[src/rtl/inst_fetch_queue_if.sv]
// inst_fetch_queue_if: ROM port, ID valid/ready handshake and redirect signals of the fetch front end.
interface inst_fetch_queue_if #(
  parameter int ADDR_W = 32,
  parameter int DATA_W = 32
);
  logic              rom_ce_o;
  logic [ADDR_W-1:0] rom_addr_o;
  logic [DATA_W-1:0] rom_data_i;
  logic              id_valid_o;
  logic              id_ready_i;
  logic [ADDR_W-1:0] id_pc_o;
  logic [DATA_W-1:0] id_inst_o;
  logic              branch_flag_i;
  logic [ADDR_W-1:0] branch_target_i;
  logic              excp_o;
  modport master (
    output rom_ce_o, rom_addr_o, id_valid_o, id_pc_o, id_inst_o, excp_o,
    input  rom_data_i, id_ready_i, branch_flag_i, branch_target_i
  );
  modport slave (
    input  rom_ce_o, rom_addr_o, id_valid_o, id_pc_o, id_inst_o, excp_o,
    output rom_data_i, id_ready_i, branch_flag_i, branch_target_i
  );
endinterface

[src/rtl/inst_fetch_queue.sv]
// inst_fetch_queue: PC owner, sequential ROM fetch and prefetch queue feeding ID with redirect flush.
// FETCH_ALIGN_CHECK_EN: misaligned branch targets raise excp_o and halt fetch instead of being aligned.
module inst_fetch_queue #(
  parameter int                DEPTH    = 4,
  parameter int                ADDR_W   = 32,
  parameter int                DATA_W   = 32,
  parameter logic [ADDR_W-1:0] RESET_PC = '0
) (
  input logic               clk,
  input logic               rst,
  inst_fetch_queue_if.master f
);
  localparam int AW = $clog2(DEPTH);
  logic [ADDR_W-1:0] pc_q, pc_d, tgt;
  logic [AW:0] cnt_q, cnt_d;
  logic [AW-1:0] rd_q, rd_d, wr_q, wr_d;
  logic infl_q, kill_q, halt_q, halt_d, excp_q, excp_d;
  logic issue, push, pop, br;
  logic [ADDR_W-1:0] pc_mem [DEPTH];
  logic [DATA_W-1:0] inst_mem [DEPTH];
  assign br   = f.branch_flag_i;
  assign pop  = f.id_valid_o & f.id_ready_i;
  assign push = infl_q & ~kill_q;
  // rst gates issue directly so rom_ce_o drops the moment reset asserts
  assign issue = rst & ~br & ~halt_q & ((cnt_q + {{AW{1'b0}}, infl_q}) < (AW+1)'(DEPTH));
`ifdef FETCH_ALIGN_CHECK_EN
  assign tgt    = f.branch_target_i;
  assign excp_d = br & |tgt[1:0];
  assign halt_d = br ? excp_d : halt_q;
`else
  assign tgt    = f.branch_target_i & ~ADDR_W'(3);
  assign excp_d = 1'b0;
  assign halt_d = 1'b0;
`endif
  always_comb begin
    pc_d  = br ? tgt : issue ? pc_q + ADDR_W'(4) : pc_q;
    cnt_d = br ? '0 : cnt_q + {{AW{1'b0}}, push} - {{AW{1'b0}}, pop};
    rd_d  = br ? '0 : rd_q + AW'(pop);
    wr_d  = br ? '0 : wr_q + AW'(push);
  end
  always_ff @(posedge clk or negedge rst) begin
    if (!rst) begin
      pc_q   <= RESET_PC;
      cnt_q  <= '0;
      rd_q   <= '0;
      wr_q   <= '0;
      infl_q <= 1'b0;
      kill_q <= 1'b0;
      halt_q <= 1'b0;
      excp_q <= 1'b0;
    end else begin
      pc_q   <= pc_d;
      cnt_q  <= cnt_d;
      rd_q   <= rd_d;
      wr_q   <= wr_d;
      infl_q <= issue;
      kill_q <= br & infl_q;
      halt_q <= halt_d;
      excp_q <= excp_d;
    end
  end
  // the issue already stepped pc_q by 4, so the returning word belongs to pc_q - 4
  always_ff @(posedge clk) begin
    if (push) begin
      pc_mem[wr_q]   <= pc_q - ADDR_W'(4);
      inst_mem[wr_q] <= f.rom_data_i;
    end
  end
  assign f.rom_ce_o   = issue;
  assign f.rom_addr_o = issue ? pc_q : '0;
  assign f.id_valid_o = cnt_q != '0;
  assign f.id_pc_o    = f.id_valid_o ? pc_mem[rd_q] : '0;
  assign f.id_inst_o  = f.id_valid_o ? inst_mem[rd_q] : '0;
  assign f.excp_o     = excp_q;
endmodule

[src/flat_wrapper.sv]
// flat-port wrapper written by rule: the top's interface ports become plain ports
module inst_fetch_queue_flat 
#(
  parameter int                DEPTH    = 4,
  parameter int                ADDR_W   = 32,
  parameter int                DATA_W   = 32,
  parameter logic [ADDR_W-1:0] RESET_PC = '0
)
  (clk, rst, f_rom_ce_o, f_rom_addr_o, f_id_valid_o, f_id_pc_o, f_id_inst_o, f_excp_o, f_rom_data_i, f_id_ready_i, f_branch_flag_i, f_branch_target_i);
  inst_fetch_queue_if #(.ADDR_W(ADDR_W), .DATA_W(DATA_W)) f_i ();
  input logic clk;
  input logic rst;
  output wire logic [$bits(f_i.rom_ce_o)-1:0] f_rom_ce_o;
  output wire logic [$bits(f_i.rom_addr_o)-1:0] f_rom_addr_o;
  output wire logic [$bits(f_i.id_valid_o)-1:0] f_id_valid_o;
  output wire logic [$bits(f_i.id_pc_o)-1:0] f_id_pc_o;
  output wire logic [$bits(f_i.id_inst_o)-1:0] f_id_inst_o;
  output wire logic [$bits(f_i.excp_o)-1:0] f_excp_o;
  input wire logic [$bits(f_i.rom_data_i)-1:0] f_rom_data_i;
  input wire logic [$bits(f_i.id_ready_i)-1:0] f_id_ready_i;
  input wire logic [$bits(f_i.branch_flag_i)-1:0] f_branch_flag_i;
  input wire logic [$bits(f_i.branch_target_i)-1:0] f_branch_target_i;
  assign f_rom_ce_o = f_i.rom_ce_o;
  assign f_rom_addr_o = f_i.rom_addr_o;
  assign f_id_valid_o = f_i.id_valid_o;
  assign f_id_pc_o = f_i.id_pc_o;
  assign f_id_inst_o = f_i.id_inst_o;
  assign f_excp_o = f_i.excp_o;
  assign f_i.rom_data_i = f_rom_data_i;
  assign f_i.id_ready_i = f_id_ready_i;
  assign f_i.branch_flag_i = f_branch_flag_i;
  assign f_i.branch_target_i = f_branch_target_i;
  inst_fetch_queue #(.DEPTH(DEPTH), .ADDR_W(ADDR_W), .DATA_W(DATA_W), .RESET_PC(RESET_PC)) u_core (.clk(clk), .rst(rst), .f(f_i));
endmodule
[config.mk]
export PLATFORM = sky130hd
export DESIGN_NAME = inst_fetch_queue_flat
export DESIGN_NICKNAME = d
export VERILOG_FILES = /design/src/rtl/inst_fetch_queue_if.sv /design/src/rtl/inst_fetch_queue.sv /design/src/flat_wrapper.sv
export SDC_FILE = /design/constraint.sdc
export NUM_CORES = 1
export LEC_CHECK = 0
export CAP_MARGIN = 30
export CELL_PAD_IN_SITES_DETAIL_PLACEMENT = 2
export CELL_PAD_IN_SITES_GLOBAL_PLACEMENT = 2
export CORE_MARGIN = 1
export CORE_UTILIZATION = 43
export CTS_CLUSTER_DIAMETER = 40
export DETAILED_ROUTE_END_ITERATION = 10
export PLACE_DENSITY = 0.86
export SLEW_MARGIN = 15
export SYNTH_ARGS = -nofsm -noshare
export SYNTH_HDL_FRONTEND = slang
export SYNTH_SLANG_ARGS = --single-unit
[constraint.sdc]
create_clock -name clk -period 14.8 [get_ports clk]
set_input_delay 2.96 -clock clk [delete_from_list [all_inputs] [get_ports clk]]
set_output_delay 2.96 -clock clk [all_outputs]
set_load 0.01 [all_outputs]
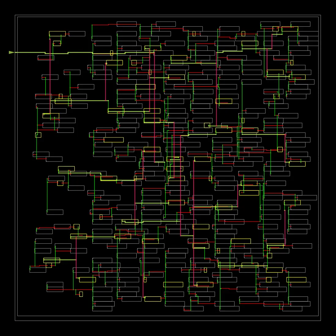
(images/clocks.png)
CTS buffer count: 41
Late-Pin Clk Latency: 0.52 ns
Flop Count: 287

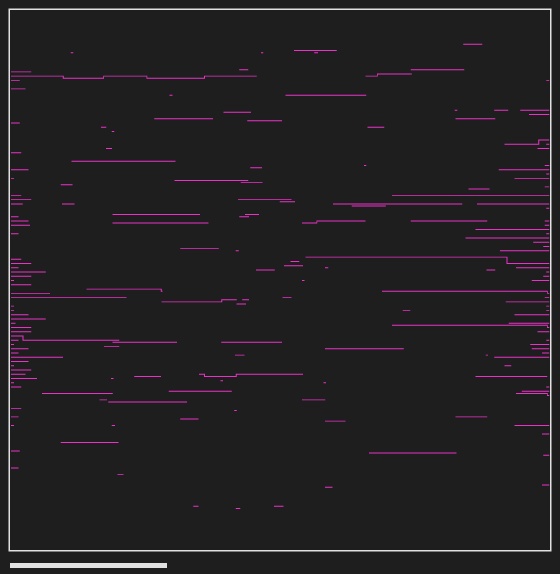
(images/layer_met3.png)
Bar = 50 um.
nets with wire on the layer: 128
share of all routed wire: 4.9%
main direction: horizontal
longest straight run: 64.2 um
wire length on this layer: 1660 um
DRT Wirelength: 34000 um
met3 GRT Util: 4.44%
vias: 7389

==> run_results.csv <==
group,metric,value,unit
placed_design,dp_hpwl,20400,um
detailed_routing,met2_length,17500,um
yosys,topCellsByArea,"edfxtp_1, mux4_2, dfrtp_1",
detailed_routing,first_iter_violations,431,
yosys,flop_cell,"edfxtp_1",
floorplanning,fp-row-count,62,
clock_tree,cts_root_buffer,"clkbuf_16",
cells_and_area,inv_count,11,
detailed_routing,met3_length,1660,um
grt,antenna_found_initial,0,
clock_tree,cts.sinks,287,
cells_and_area,lay_top_cells,"edfxtp_1, clkdlybuf4s50_1, nor2b_1",
setup_path,cp-end-kind,"output port",
run,openroad.warnings,29,
clock_tree,htreeDepth,2,
hold_path,hp-class,"reg -> reg",
setup_path,startpoint,"rst",
floorplanning,core_area,28600,um2
power_and_ir_drop,ir_worst_vdd,0.0805,mV
yosys,top_logic_kind,"simple AND/OR/NAND/NOR gates",
yosys,postSynthSeqShare,67.5,%
yosys,yosys-top-cells-count,"edfxtp_1, nor2b_1, mux4_2",
outcome,outcome,"finished clean",
cells_and_area,fin_area,15800,um2
cells_and_area,comb_area_share,23.9,%
setup_path,cp-endpoint,"f_rom_addr_o[13]",
setup_path,crit_fanout,46,
setup_path,reg2reg_depth,10,
setup_path,critPathRequiredTime,11.84,ns
yosys,edf_count,248,
floorplanning,tapCellCount,384,
clock_tree,clock_path_buffers,3,
cells_and_area,clk_share,8.93,%
yosys,ys_types,54,
timing,setup_viol,0,
floorplanning,ioPinCount,167,
cells_and_area,comb_cells,425,
cells_and_area,sh_seq_area,53.2,%
yosys,top_cell,"edfxtp_1",
timing,maxSlewHeadroom,32.1,%
timing,setup_ws,6.33,ns
detailed_routing,wire_per_inst,25.1,um
cells_and_area,diodes,0,
cells_and_area,clockBufferCount,48,
clock_tree,ctsHoldBuffers,0,
yosys,syn_area_per_cell,16.1,um2
floorplanning,dieArea,29700,um2
yosys,adder_share,0.762,%
detailed_routing,drt-met1-wl,14100,um
timing,slew_viol_final,0,
floorplanning,die_h,172,um
cells_and_area,logic_area,3780,um2
clock_tree,post_cts_buffers,0,
detailed_routing,ant_nets,0,
yosys,synthAoiAreaFrac,1.49,%
grt,met2_usage,40.9,%
timing,finalClockPeriodUsage,57.2,%
detailed_routing,firstDrtPassIters,4,
cells_and_area,lay_top_count,"edfxtp_1",
clock_tree,cts-resized-gates,0,
hold_path,holdCritStartpoint,"u_core.infl_q",
grt,grt_overflow,0,
cells_and_area,buffer_area_share,10.7,%
setup_path,crit_path_start_kind,"primary input",
placed_design,place_congestion,0.746,
floorplanning,die_x,172,um
grt,gr-usage-all-layers,23.6,%
timing,worstMarginPinSlew,1.02,ns
grt,grt.busiest_layer,"met2",
cells_and_area,ff_latch_area,8430,um2
timing,fin_crit,8.47,ns
yosys,largest_area_cell,"edfxtp_1",
yosys,synth-seq-cells,287,
cells_and_area,final.fill_count,2525,
-- where the power goes --
| part | switching (mW) | total, mW | internal (mW) | leakage (nW) |
|---|---|---|---|---|
| sequential | 0.0632 | 0.997 | 0.934 | 2.73 |
| clock | 0.364 | 1.00 | 0.638 | 0.678 |
| combinational | 0.308 | 0.657 | 0.349 | 1.86 |
-- critical path, stage by stage --
cell and delay (ns):
buf_2 0.07, buf_4 0.46, or3b_2 0.50, mux2i_2 0.37, buf_4 0.33, and2_1 0.20
clkdlybuf4s50_1 0.57
-- sequential cells by signal, summed over array words and instances (netlist names) --
name / cells
u_core.cnt_q: 3
u_core.infl_q: 1
u_core.inst_mem: 128
u_core.kill_q: 1
u_core.pc_mem: 120
u_core.pc_q: 30
u_core.rd_q: 2
u_core.wr_q: 2
Power figures rest on the tool's default switching activity, not on a simulated workload.
